--- src/rtl/hazard_ctrl_if.sv ---
// Pipeline sequencing bundle between the core datapath and hazard_ctrl.
// The pipeline drives hazard sources (master); the controller returns stall/flush controls (slave).
interface hazard_ctrl_if #(
    parameter int unsigned CNT_W = 32
);
    logic             IDEX_memRead;
    logic [4:0]       IDEX_RD;
    logic [4:0]       IFID_RS1;
    logic [4:0]       IFID_RS2;
    logic             IFID_useRs1;
    logic             IFID_useRs2;
    logic             EX_redirect;
    logic             imem_ready;
    logic             dmem_req;
    logic             dmem_ready;
    logic             halt_req;
    logic             resume;

    logic             PC_stall;
    logic             IFID_stall;
    logic             IDEX_stall;
    logic             EXMEM_stall;
    logic             IFID_flush;
    logic             IDEX_flush;
    logic             MEMWB_flush;
    logic [1:0]       state;
    logic             mem_fault;
    logic [CNT_W-1:0] stall_cnt;
    logic [CNT_W-1:0] flush_cnt;

    modport master (
        output IDEX_memRead, IDEX_RD, IFID_RS1, IFID_RS2, IFID_useRs1, IFID_useRs2,
        output EX_redirect, imem_ready, dmem_req, dmem_ready, halt_req, resume,
        input  PC_stall, IFID_stall, IDEX_stall, EXMEM_stall,
        input  IFID_flush, IDEX_flush, MEMWB_flush,
        input  state, mem_fault, stall_cnt, flush_cnt
    );

    modport slave (
        input  IDEX_memRead, IDEX_RD, IFID_RS1, IFID_RS2, IFID_useRs1, IFID_useRs2,
        input  EX_redirect, imem_ready, dmem_req, dmem_ready, halt_req, resume,
        output PC_stall, IFID_stall, IDEX_stall, EXMEM_stall,
        output IFID_flush, IDEX_flush, MEMWB_flush,
        output state, mem_fault, stall_cnt, flush_cnt
    );
endinterface

--- src/rtl/hazard_ctrl.sv ---
// 5-stage pipeline sequencing controller: load-use/redirect/imem/dmem/halt handling,
// dmem timeout watchdog and saturating stall/flush performance counters.
module hazard_ctrl #(
    parameter int unsigned MEM_TIMEOUT = 255,
    parameter int unsigned CNT_W       = 32
) (
    input  logic         clk,
    input  logic         rst_n,
    hazard_ctrl_if.slave hz
);
    typedef enum logic [1:0] {
        StRun     = 2'b00,
        StMemWait = 2'b01,
        StHalted  = 2'b10,
        StFault   = 2'b11
    } state_e;

    localparam logic [16:0]      Timeout = 17'(MEM_TIMEOUT);
    localparam logic [CNT_W-1:0] CntOne  = CNT_W'(1);
    localparam logic [CNT_W-1:0] CntMax  = '1;

    state_e           state_q, state_d;
    logic [15:0]      wait_cnt_q, wait_cnt_d;
    logic             mem_fault_q, mem_fault_d;
    logic [CNT_W-1:0] stall_cnt_q, stall_cnt_d;
    logic [CNT_W-1:0] flush_cnt_q, flush_cnt_d;

    logic        load_use;
    logic        freeze;
    logic        advance;
    logic [16:0] wait_next;
    logic        pc_stall, ifid_stall, idex_stall, exmem_stall;
    logic        ifid_flush, idex_flush, memwb_flush;

    // Register 0 is hardwired zero, so a load targeting it never creates a dependency.
    assign load_use = hz.IDEX_memRead && (hz.IDEX_RD != 5'd0) &&
                      ((hz.IFID_useRs1 && (hz.IFID_RS1 == hz.IDEX_RD)) ||
                       (hz.IFID_useRs2 && (hz.IFID_RS2 == hz.IDEX_RD)));

    assign wait_next = {1'b0, wait_cnt_q} + 17'd1;

    always_comb begin
        state_d     = state_q;
        wait_cnt_d  = wait_cnt_q;
        mem_fault_d = mem_fault_q;
        freeze      = 1'b0;
        advance     = 1'b0;

        unique case (state_q)
            StRun: begin
                if (hz.dmem_req && !hz.dmem_ready) begin
                    freeze = 1'b1;
                    // This RUN cycle already counts as the first wait cycle.
                    if (Timeout <= 17'd1) begin
                        state_d     = StFault;
                        mem_fault_d = 1'b1;
                    end else begin
                        state_d    = StMemWait;
                        wait_cnt_d = 16'd1;
                    end
                end else if (hz.halt_req) begin
                    freeze  = 1'b1;
                    state_d = StHalted;
                end else begin
                    advance = 1'b1;
                end
            end
            StMemWait: begin
                if (!hz.dmem_ready) begin
                    freeze = 1'b1;
                    if (wait_next >= Timeout) begin
                        state_d     = StFault;
                        mem_fault_d = 1'b1;
                        wait_cnt_d  = 16'd0;
                    end else begin
                        wait_cnt_d = wait_next[15:0];
                    end
                end else begin
                    advance    = 1'b1;
                    state_d    = StRun;
                    wait_cnt_d = 16'd0;
                end
            end
            StHalted: begin
                freeze = 1'b1;
                if (hz.resume) begin
                    state_d = StRun;
                end
            end
            StFault: begin
                freeze = 1'b1;
            end
        endcase
    end

    always_comb begin
        pc_stall    = 1'b0;
        ifid_stall  = 1'b0;
        idex_stall  = 1'b0;
        exmem_stall = 1'b0;
        ifid_flush  = 1'b0;
        idex_flush  = 1'b0;
        memwb_flush = 1'b0;
        if (freeze) begin
            pc_stall    = 1'b1;
            ifid_stall  = 1'b1;
            idex_stall  = 1'b1;
            exmem_stall = 1'b1;
            memwb_flush = 1'b1;
        end else if (advance) begin
            if (hz.EX_redirect) begin
                ifid_flush = 1'b1;
                idex_flush = 1'b1;
            end else if (load_use) begin
                // The load moves on to MEM, so one bubble resolves the dependency.
                pc_stall   = 1'b1;
                ifid_stall = 1'b1;
                idex_flush = 1'b1;
            end else if (!hz.imem_ready) begin
                pc_stall   = 1'b1;
                ifid_flush = 1'b1;
            end
        end
    end

    always_comb begin
        stall_cnt_d = stall_cnt_q;
        flush_cnt_d = flush_cnt_q;
        if (pc_stall && (stall_cnt_q != CntMax)) begin
            stall_cnt_d = stall_cnt_q + CntOne;
        end
        if (idex_flush && (flush_cnt_q != CntMax)) begin
            flush_cnt_d = flush_cnt_q + CntOne;
        end
    end

    always_ff @(posedge clk or negedge rst_n) begin
        if (!rst_n) begin
            state_q     <= StRun;
            wait_cnt_q  <= 16'd0;
            mem_fault_q <= 1'b0;
            stall_cnt_q <= '0;
            flush_cnt_q <= '0;
        end else begin
            state_q     <= state_d;
            wait_cnt_q  <= wait_cnt_d;
            mem_fault_q <= mem_fault_d;
            stall_cnt_q <= stall_cnt_d;
            flush_cnt_q <= flush_cnt_d;
        end
    end

    assign hz.PC_stall    = pc_stall;
    assign hz.IFID_stall  = ifid_stall;
    assign hz.IDEX_stall  = idex_stall;
    assign hz.EXMEM_stall = exmem_stall;
    assign hz.IFID_flush  = ifid_flush;
    assign hz.IDEX_flush  = idex_flush;
    assign hz.MEMWB_flush = memwb_flush;
    assign hz.state       = state_q;
    assign hz.mem_fault   = mem_fault_q;
    assign hz.stall_cnt   = stall_cnt_q;
    assign hz.flush_cnt   = flush_cnt_q;
endmodule

--- src/flat_wrapper.sv ---
// flat-port wrapper written by rule: the top's interface ports become plain ports
module hazard_ctrl_flat 
#(
    parameter int unsigned MEM_TIMEOUT = 255,
    parameter int unsigned CNT_W       = 32
)
  (clk, rst_n, hz_IDEX_memRead, hz_IDEX_RD, hz_IFID_RS1, hz_IFID_RS2, hz_IFID_useRs1, hz_IFID_useRs2, hz_EX_redirect, hz_imem_ready, hz_dmem_req, hz_dmem_ready, hz_halt_req, hz_resume, hz_PC_stall, hz_IFID_stall, hz_IDEX_stall, hz_EXMEM_stall, hz_IFID_flush, hz_IDEX_flush, hz_MEMWB_flush, hz_state, hz_mem_fault, hz_stall_cnt, hz_flush_cnt);
  hazard_ctrl_if #(.CNT_W(CNT_W)) hz_i ();
  input  logic clk;
  input  logic rst_n;
  input wire logic [$bits(hz_i.IDEX_memRead)-1:0] hz_IDEX_memRead;
  input wire logic [$bits(hz_i.IDEX_RD)-1:0] hz_IDEX_RD;
  input wire logic [$bits(hz_i.IFID_RS1)-1:0] hz_IFID_RS1;
  input wire logic [$bits(hz_i.IFID_RS2)-1:0] hz_IFID_RS2;
  input wire logic [$bits(hz_i.IFID_useRs1)-1:0] hz_IFID_useRs1;
  input wire logic [$bits(hz_i.IFID_useRs2)-1:0] hz_IFID_useRs2;
  input wire logic [$bits(hz_i.EX_redirect)-1:0] hz_EX_redirect;
  input wire logic [$bits(hz_i.imem_ready)-1:0] hz_imem_ready;
  input wire logic [$bits(hz_i.dmem_req)-1:0] hz_dmem_req;
  input wire logic [$bits(hz_i.dmem_ready)-1:0] hz_dmem_ready;
  input wire logic [$bits(hz_i.halt_req)-1:0] hz_halt_req;
  input wire logic [$bits(hz_i.resume)-1:0] hz_resume;
  output wire logic [$bits(hz_i.PC_stall)-1:0] hz_PC_stall;
  output wire logic [$bits(hz_i.IFID_stall)-1:0] hz_IFID_stall;
  output wire logic [$bits(hz_i.IDEX_stall)-1:0] hz_IDEX_stall;
  output wire logic [$bits(hz_i.EXMEM_stall)-1:0] hz_EXMEM_stall;
  output wire logic [$bits(hz_i.IFID_flush)-1:0] hz_IFID_flush;
  output wire logic [$bits(hz_i.IDEX_flush)-1:0] hz_IDEX_flush;
  output wire logic [$bits(hz_i.MEMWB_flush)-1:0] hz_MEMWB_flush;
  output wire logic [$bits(hz_i.state)-1:0] hz_state;
  output wire logic [$bits(hz_i.mem_fault)-1:0] hz_mem_fault;
  output wire logic [$bits(hz_i.stall_cnt)-1:0] hz_stall_cnt;
  output wire logic [$bits(hz_i.flush_cnt)-1:0] hz_flush_cnt;
  assign hz_i.IDEX_memRead = hz_IDEX_memRead;
  assign hz_i.IDEX_RD = hz_IDEX_RD;
  assign hz_i.IFID_RS1 = hz_IFID_RS1;
  assign hz_i.IFID_RS2 = hz_IFID_RS2;
  assign hz_i.IFID_useRs1 = hz_IFID_useRs1;
  assign hz_i.IFID_useRs2 = hz_IFID_useRs2;
  assign hz_i.EX_redirect = hz_EX_redirect;
  assign hz_i.imem_ready = hz_imem_ready;
  assign hz_i.dmem_req = hz_dmem_req;
  assign hz_i.dmem_ready = hz_dmem_ready;
  assign hz_i.halt_req = hz_halt_req;
  assign hz_i.resume = hz_resume;
  assign hz_PC_stall = hz_i.PC_stall;
  assign hz_IFID_stall = hz_i.IFID_stall;
  assign hz_IDEX_stall = hz_i.IDEX_stall;
  assign hz_EXMEM_stall = hz_i.EXMEM_stall;
  assign hz_IFID_flush = hz_i.IFID_flush;
  assign hz_IDEX_flush = hz_i.IDEX_flush;
  assign hz_MEMWB_flush = hz_i.MEMWB_flush;
  assign hz_state = hz_i.state;
  assign hz_mem_fault = hz_i.mem_fault;
  assign hz_stall_cnt = hz_i.stall_cnt;
  assign hz_flush_cnt = hz_i.flush_cnt;
  hazard_ctrl #(.MEM_TIMEOUT(MEM_TIMEOUT), .CNT_W(CNT_W)) u_core (.clk(clk), .rst_n(rst_n), .hz(hz_i));
endmodule
--- config.mk ---
export PLATFORM = sky130hd
export DESIGN_NAME = hazard_ctrl_flat
export DESIGN_NICKNAME = d
export VERILOG_FILES = /design/src/rtl/hazard_ctrl_if.sv /design/src/rtl/hazard_ctrl.sv /design/src/flat_wrapper.sv
export SDC_FILE = /design/constraint.sdc
export NUM_CORES = 1
export LEC_CHECK = 0
export CORE_MARGIN = 3
export CORE_UTILIZATION = 50
export CTS_CLUSTER_SIZE = 16
export DETAILED_ROUTE_END_ITERATION = 8
export GPL_ROUTABILITY_DRIVEN = 0
export HOLD_SLACK_MARGIN = 0.05
export MAX_ROUTING_LAYER = met4
export PLACE_DENSITY_LB_ADDON = 0.1
export SLEW_MARGIN = 20
export SYNTH_ARGS = -nofsm -noshare
export SYNTH_HDL_FRONTEND = slang
export SYNTH_SLANG_ARGS = --single-unit
--- constraint.sdc ---
create_clock -name clk -period 3.7 [get_ports clk]
set_clock_uncertainty 0.1 [all_clocks]
set_input_delay 0.37 -clock clk [delete_from_list [all_inputs] [get_ports clk]]
set_output_delay 0.37 -clock clk [all_outputs]
set_load 0.1 [all_outputs]
### Sequential cells colored by netlist name, run 1

Bar = 20 um.
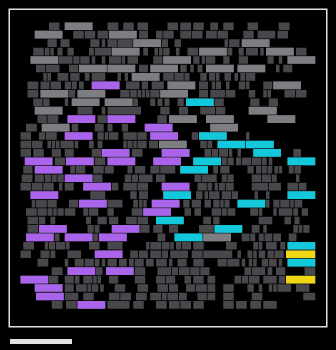
- purple: u_core.hz.flush_cnt (sequential cells 32)
- yellow: u_core.hz.state (sequential cells 2)
- cyan: u_core.wait_cnt_q (sequential cells 16)
- not colored: 33
Layout Utilization: 66.6%
Seq power: 1110 uW

### Track usage over the die, run 1

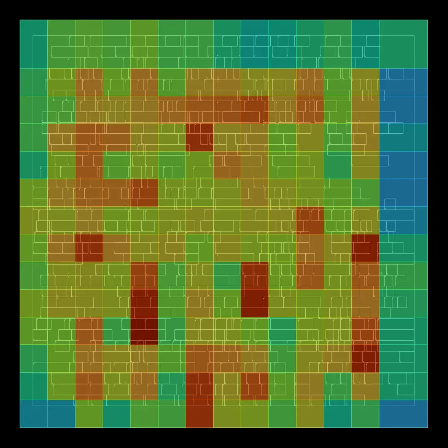
GR Layer Usage met1: 30.6%
Top Usage Layer GRT: met2
routing usage on met2: 34.4%
Avg WL per Cell: 16.1 um
met3 Use GR: 4.82%

### Clock distribution, run 1

Bar = 20 um.
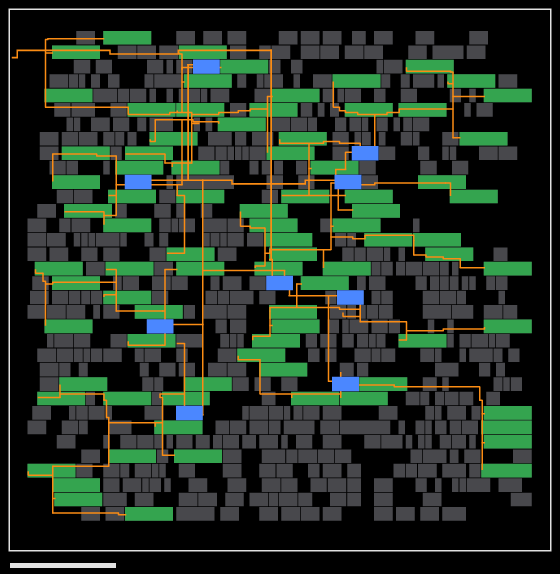
- green: flip-flops (count 83)
- blue: clock drivers (count 9)
- orange: clock wires (length 1070 um)
- routed clock nets: 10
- flops lie: all over the die
Skew-Pair Late Insertion Delay: 0.36 ns
Clock Power Share: 19.0%

==> Slide: Implementation Results, run 1 <==
Physical Implementation Snapshot

Drt
  • DR WL met2: 5220 um
  • Detail Route Antenna Nets: 0
  • Initial DRT Pass Iterations: 4

CTS
  • CTS sink count: 83
  • Setup Fix Bufs, Post-CTS: 0
  • Cts bufs inserted: 9
  • CTS root buf: clkbuf_8
  • # H-tree levels: 3

Timing
  • Slew Limit Fails: 0
  • Final Cycle Share: 89.2%
  • FMAX: between 300 and 400 MHz
  • Slew of the pin with the lowest slew margin: 1.02 ns

Setup path
  • Critical Path Sink: hz_IDEX_flush
  • Critical Path Start Type: flop
  • WP data arrival: 2.83 ns
  • Crit. End Element: output port
  • Max FO, Critical Path: 9

Yosys
  • Largest area contributor in the netlist: dfrtp_1
  • Yosys chip area: between 4000 and 5000 um2
  • Post-synth ARST share: 100%
  • Post-Syn Instances: approximately 450
  • Register share after synthesis: 45.3%
  • Cells in synth_stat.txt: ~450
  • Synth cell count leaders: dfrtp_1, xor2_1, nand2_1, xnor2_1, nand3_1

Power and ir drop
  • P_sw: about 1800 uW
  • Combinational share of power: about 50%
  • Switching Share: about half

Global routing
  • Global Route Usage Sum: a little under a quarter
  • Initial antenna violation count: 0

Floorplanning
  • FP Rows: 34
  • Die footprint: 10400 um2
  • Die Span X: approximately 100 um

Hold path
  • Hold wc startpoint: u_core.hz.mem_fault

Run
  • OpenROAD warning count: 31

Layout
  • Filler cells: between 700 and 800

Placed design
  • Port buffer count: slightly below 100

Outcome
  • Outcome: completed
## run 1: cells by family after synthesis
logic type / synth area share, %
compound gates: 8.45
xor+xnor: 14.9
buf+inv: 3.16
mux: 0.464
flops: 45.3
simple gates: 25.3
fa+ha+maj: 2.45
## run 1: cell type report
type	instances	area, um2	share of cell area [%]
Tap cell	108	135	2.30
Multi-Input combinational cell	337	2370	40.4
Timing Repair Buffer	101	1000	17.1
Inverter	20	75.1	1.28
Clock inverter	5	60.1	1.02
Clock buffer	11	141	2.41
Sequential cell	83	2080	35.5
## run 1: metrics by stage
step	cell area, um2	worst slack (ns)	utilization [%]
2_1_floorplan	4590	0.203	-
6_report	5860	0.400	66.6
3_5_place_dp	5650	0.521	64.2
3_3_place_gp	5650	0.573	64.2
4_1_cts	5850	0.393	66.4
5_1_grt	5860	0.155	66.6
### Selected gate families, run 1

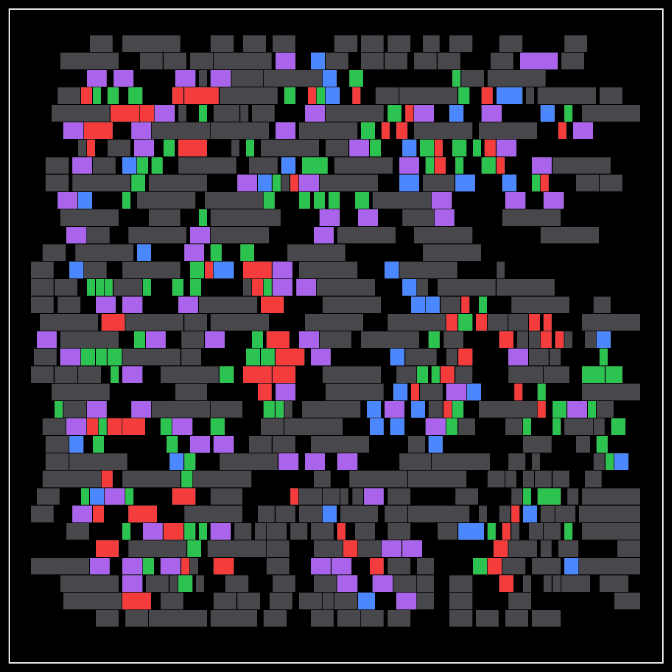

==> run 1 -> run 2 <==
--- a/config.mk
+++ b/config.mk
@@ -5,8 +5,9 @@
 export SDC_FILE = /design/constraint.sdc
 export NUM_CORES = 1
 export LEC_CHECK = 0
-export CORE_MARGIN = 3
-export CORE_UTILIZATION = 50
+export CELL_PAD_IN_SITES_DETAIL_PLACEMENT = 0
+export CELL_PAD_IN_SITES_GLOBAL_PLACEMENT = 1
+export CORE_UTILIZATION = 39
 export CTS_CLUSTER_SIZE = 16
 export DETAILED_ROUTE_END_ITERATION = 8
 export GPL_ROUTABILITY_DRIVEN = 0
### Selected gate families, run 2

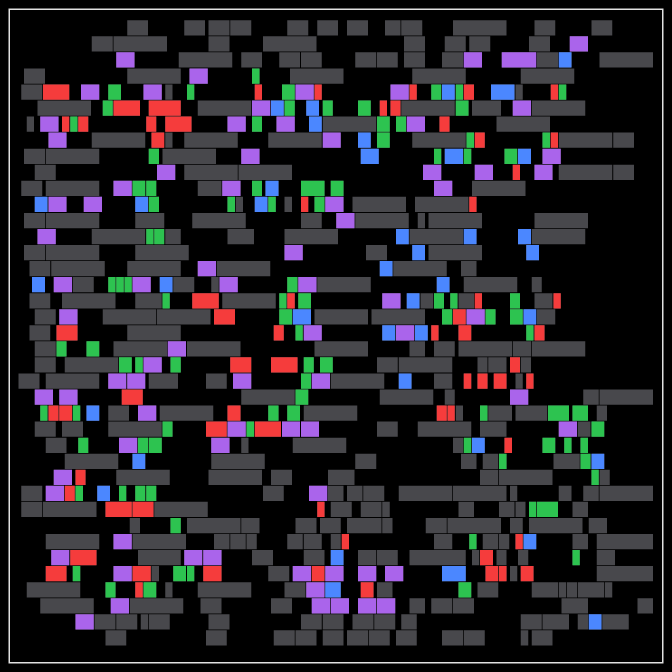
- purple: xor and xnor cells (cells 77; where all over the die)
- blue: and/or cells (cells 39; where all over the die)
- red: nor cells (cells 66; where all over the die)
- green: nand cells (cells 94; where all over the die)
combinational share of cell area: 39.5%
Final Non-Filler Cells: 700
most instantiated logic cell after routing: clkdlybuf4s50_1

==> run 2 against run 1 <==
Net effect: highest routed layer unchanged; critical path type unchanged; first-iteration DRC count down 18%; worst setup slack got worse by 0.011 ns; sequential power about the same; synthesized cell count unchanged.
==> Slide: Implementation Results, run 2 <==
Physical Implementation Snapshot

Yosys
  • Post-Syn Instances: 451 (unchanged)
  • Register share after synthesis: 45.3% (unchanged)
  • Post-synth ARST share: 100% (unchanged)

Layout
  • Multi-input gate area: 2370 um2 (unchanged)
  • ClkCell Share: 4.87% (+1.4 points)
  • FF/Latch Area: 2080 um2 (unchanged)
  • Non-clock buffering overhead: 16.7% (-0.47 points)
  • Non-clock inverter count: 20 (unchanged)
  • Leading cell kind: combinational gates
  • #MultiIn Comb: 337 (unchanged)
  • Count of plain and timing-repair buffers: 101 (unchanged)

Setup path
  • Max FO, Critical Path: 9 (unchanged)
  • Critical Path Start Type: flop
  • WP data arrival: 2.84 ns (about the same)
  • Critical Path Sink: hz_IDEX_flush

Power and ir drop
  • Switching Share: 48.1% (-2.1 points)
  • P_sw: 1800 uW (+1.2%)
  • Combinational share of power: 46.8% (-2.9 points)

Outcome
  • Outcome: completed

Placed design
  • Placement Setup Slack: 0.499 ns (-0.0228 ns)

Run
  • OpenROAD warning count: 31 (unchanged)

Global routing
  • GR Layer Usage met1: 25.7% (-4.9 points)
  • Routing usage on met2: 29.4% (-5.0 points)

Timing
  • Slew Limit Fails: 0 (unchanged)
  • Final Cycle Share: 89.5% (+0.31 points)

Drt
  • Initial DRT Pass Iterations: 4 (unchanged)
  • Detail Route Antenna Nets: 0 (unchanged)
  • DR WL met2: 5140 um (-1.5%)

CTS
  • CTS root buf: clkbuf_16
  • Skew-Pair Late Insertion Delay: 0.34 ns (-0.02 ns)
### Cell classes on the final placement, run 2

Bar = 20 um.
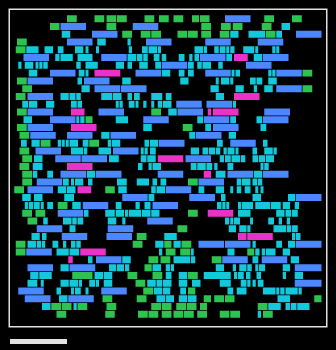
- green: remaining buffers and delay cells (cells 101)
- blue: sequential cells (cells 83)
- cyan: combinational and other logic (cells 357)
- magenta: clock drivers and dummy loads (cells 16)
final instance area: 5990 um2
Seq/total area: 34.7%
Layout Utilization: 52.5%
FP Rows: 39

==> run 2: cell counts after synthesis <==
Identical to the previous run, type by type.
==> run 2: per-stage QoR <==
stage                     hold slack, ns  cell area [um2]  total power, uW
final                             0.0542             5990             3740
after detailed placement           0.355             5700             2880
after global placement             0.346             5700             2870
after CTS                         0.0973             5990             3770
after floorplan                  -0.0256             4590             2490
after global routing               0.129             5990             3900
==> run 2: cells by family (layout without fill, tap and decap cells) <==
family	count (synthesis)	in the layout	share of synthesized area, %
multiplexers	2	2	0.464
buffers and inverters	31	137	3.16
flip-flops	83	83	45.3
AND/OR/NAND/NOR	199	199	25.3
AND-OR/OR-AND	50	50	8.45
adder cells (fa/ha/maj)	9	9	2.45
XOR/XNOR	77	77	14.9
### Clock distribution, run 2

Bar = 20 um.
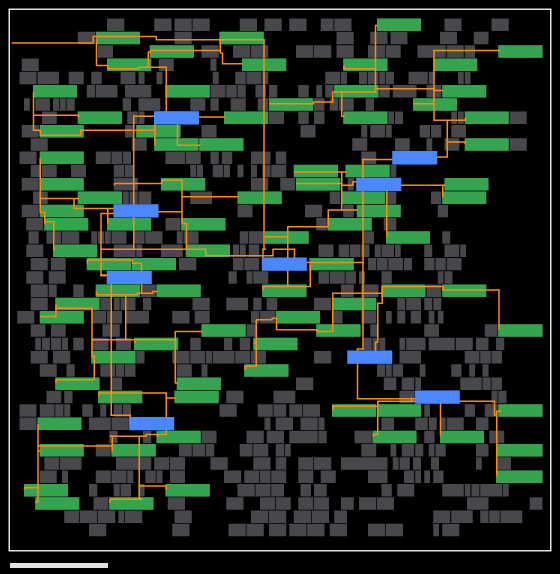

==> run 2 -> run 3 <==
--- a/config.mk
+++ b/config.mk
@@ -7,13 +7,14 @@
 export LEC_CHECK = 0
 export CELL_PAD_IN_SITES_DETAIL_PLACEMENT = 0
 export CELL_PAD_IN_SITES_GLOBAL_PLACEMENT = 1
-export CORE_UTILIZATION = 39
+export CORE_UTILIZATION = 25
 export CTS_CLUSTER_SIZE = 16
 export DETAILED_ROUTE_END_ITERATION = 8
 export GPL_ROUTABILITY_DRIVEN = 0
 export HOLD_SLACK_MARGIN = 0.05
 export MAX_ROUTING_LAYER = met4
 export PLACE_DENSITY_LB_ADDON = 0.1
+export SKIP_CTS_REPAIR_TIMING = 1
 export SLEW_MARGIN = 20
 export SYNTH_ARGS = -nofsm -noshare
 export SYNTH_HDL_FRONTEND = slang
### Clock distribution, run 3

Bar = 50 um.
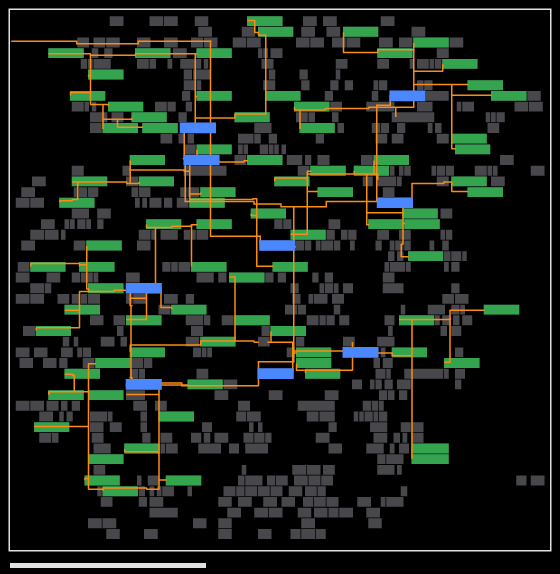
- green: flip-flops (count 83)
- orange: clock wires (length 1320 um)
- blue: clock drivers (count 9)
- routed clock nets: 10
- flops lie: all over the die
Clock Power Share: 25.9%
Skew-Pair Late Insertion Delay: 0.34 ns
Clk. pwr: 1020 uW

### Sequential cells colored by netlist name, run 3

Bar = 50 um.
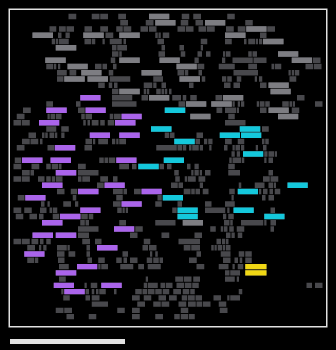
- purple: u_core.hz.flush_cnt (sequential cells 32)
- cyan: u_core.wait_cnt_q (sequential cells 16)
- yellow: u_core.hz.state (sequential cells 2)
- not colored: 33
Seq/total area: 33.5%
FF/Latch Area: 2080 um2

==> run 3 against run 2 <==
Net effect: critical endpoint unchanged; combinational power is 3% higher; sequential cell count stayed put; area after synthesis unchanged; register-to-register slack worse by 0.02 ns; design area grew 3.7%; critical path type unchanged; largest power group unchanged; worst setup slack improved by 0.054 ns; count of clock-buffer cells in the layout down 2.
==> Slide: Implementation Results, run 3 <==
Physical Implementation Snapshot

Global routing
  • GR Layer Usage met1: 18.4% (-7.3 points)
  • Routing usage on met2: 21.6% (-7.8 points)

Layout
  • Count of plain and timing-repair buffers: 105 (+4.0%)
  • Final Non-Filler Cells: 790 (+13%)
  • ClkCell Share: 5.39% (+0.53 points)
  • Combinational share of cell area: 38.2% (-1.3 points)
  • Multi-input gate area: 2380 um2 (+0.32%)
  • Most instantiated logic cell after routing: clkdlybuf4s50_1
  • Non-clock inverter count: 20 (unchanged)
  • Non-clock buffering overhead: 17.1% (+0.45 points)

Yosys
  • Adder Share, Synth: 2.45% (unchanged)
  • Comb area leader: simple AND/OR/NAND/NOR gates
  • Post-Syn Instances: 451 (unchanged)
  • Simple share: 25.3% (unchanged)
  • Aoi share: 8.45% (unchanged)

Outcome
  • Outcome: completed

Timing
  • Final Cycle Share: 88.0% (-1.5 points)

Placed design
  • Placement Setup Slack: 0.434 ns (-0.0642 ns)

Power and ir drop
  • P_sw: 1840 uW (+2.3%)
  • Combinational share of power: 45.7% (-1.1 points)
  • Design Power: 3930 uW (+5.2%)

Floorplanning
  • FP Rows: 49 (+26%)

Setup path
  • WP data arrival: 2.79 ns (-0.05 ns)
  • Critical Path Start Type: flop
  • Max FO, Critical Path: 9 (unchanged)

Run
  • OpenROAD warning count: 31 (unchanged)

Drt
  • Initial DRT Pass Iterations: 6 (+2)
run 3: cell counts after synthesis:
No cell type changed its count.
run 3: stage by stage:
step	hold WS, ns	util (%)
after floorplan	-0.0256	-
after global placement	0.352	32.5
after detailed placement	0.359	32.5
after CTS	0.127	34.4
after global routing	0.373	34.6
final	0.354	34.6
run 3: worst paths after layout:
check,start,endpoint
min reg2reg,u_core.hz.mem_fault,u_core.hz.mem_fault
max reg2reg,u_core.hz.state[0],u_core.hz.stall_cnt[12]
max in group asynchronous,rst_n,u_core.hz.flush_cnt[19]
min in group clk,u_core.hz.mem_fault,u_core.hz.mem_fault
min,rst_n,u_core.hz.state[0]
max,u_core.hz.state[0],hz_IDEX_flush
Power figures rest on the tool's default switching activity, not on a simulated workload.
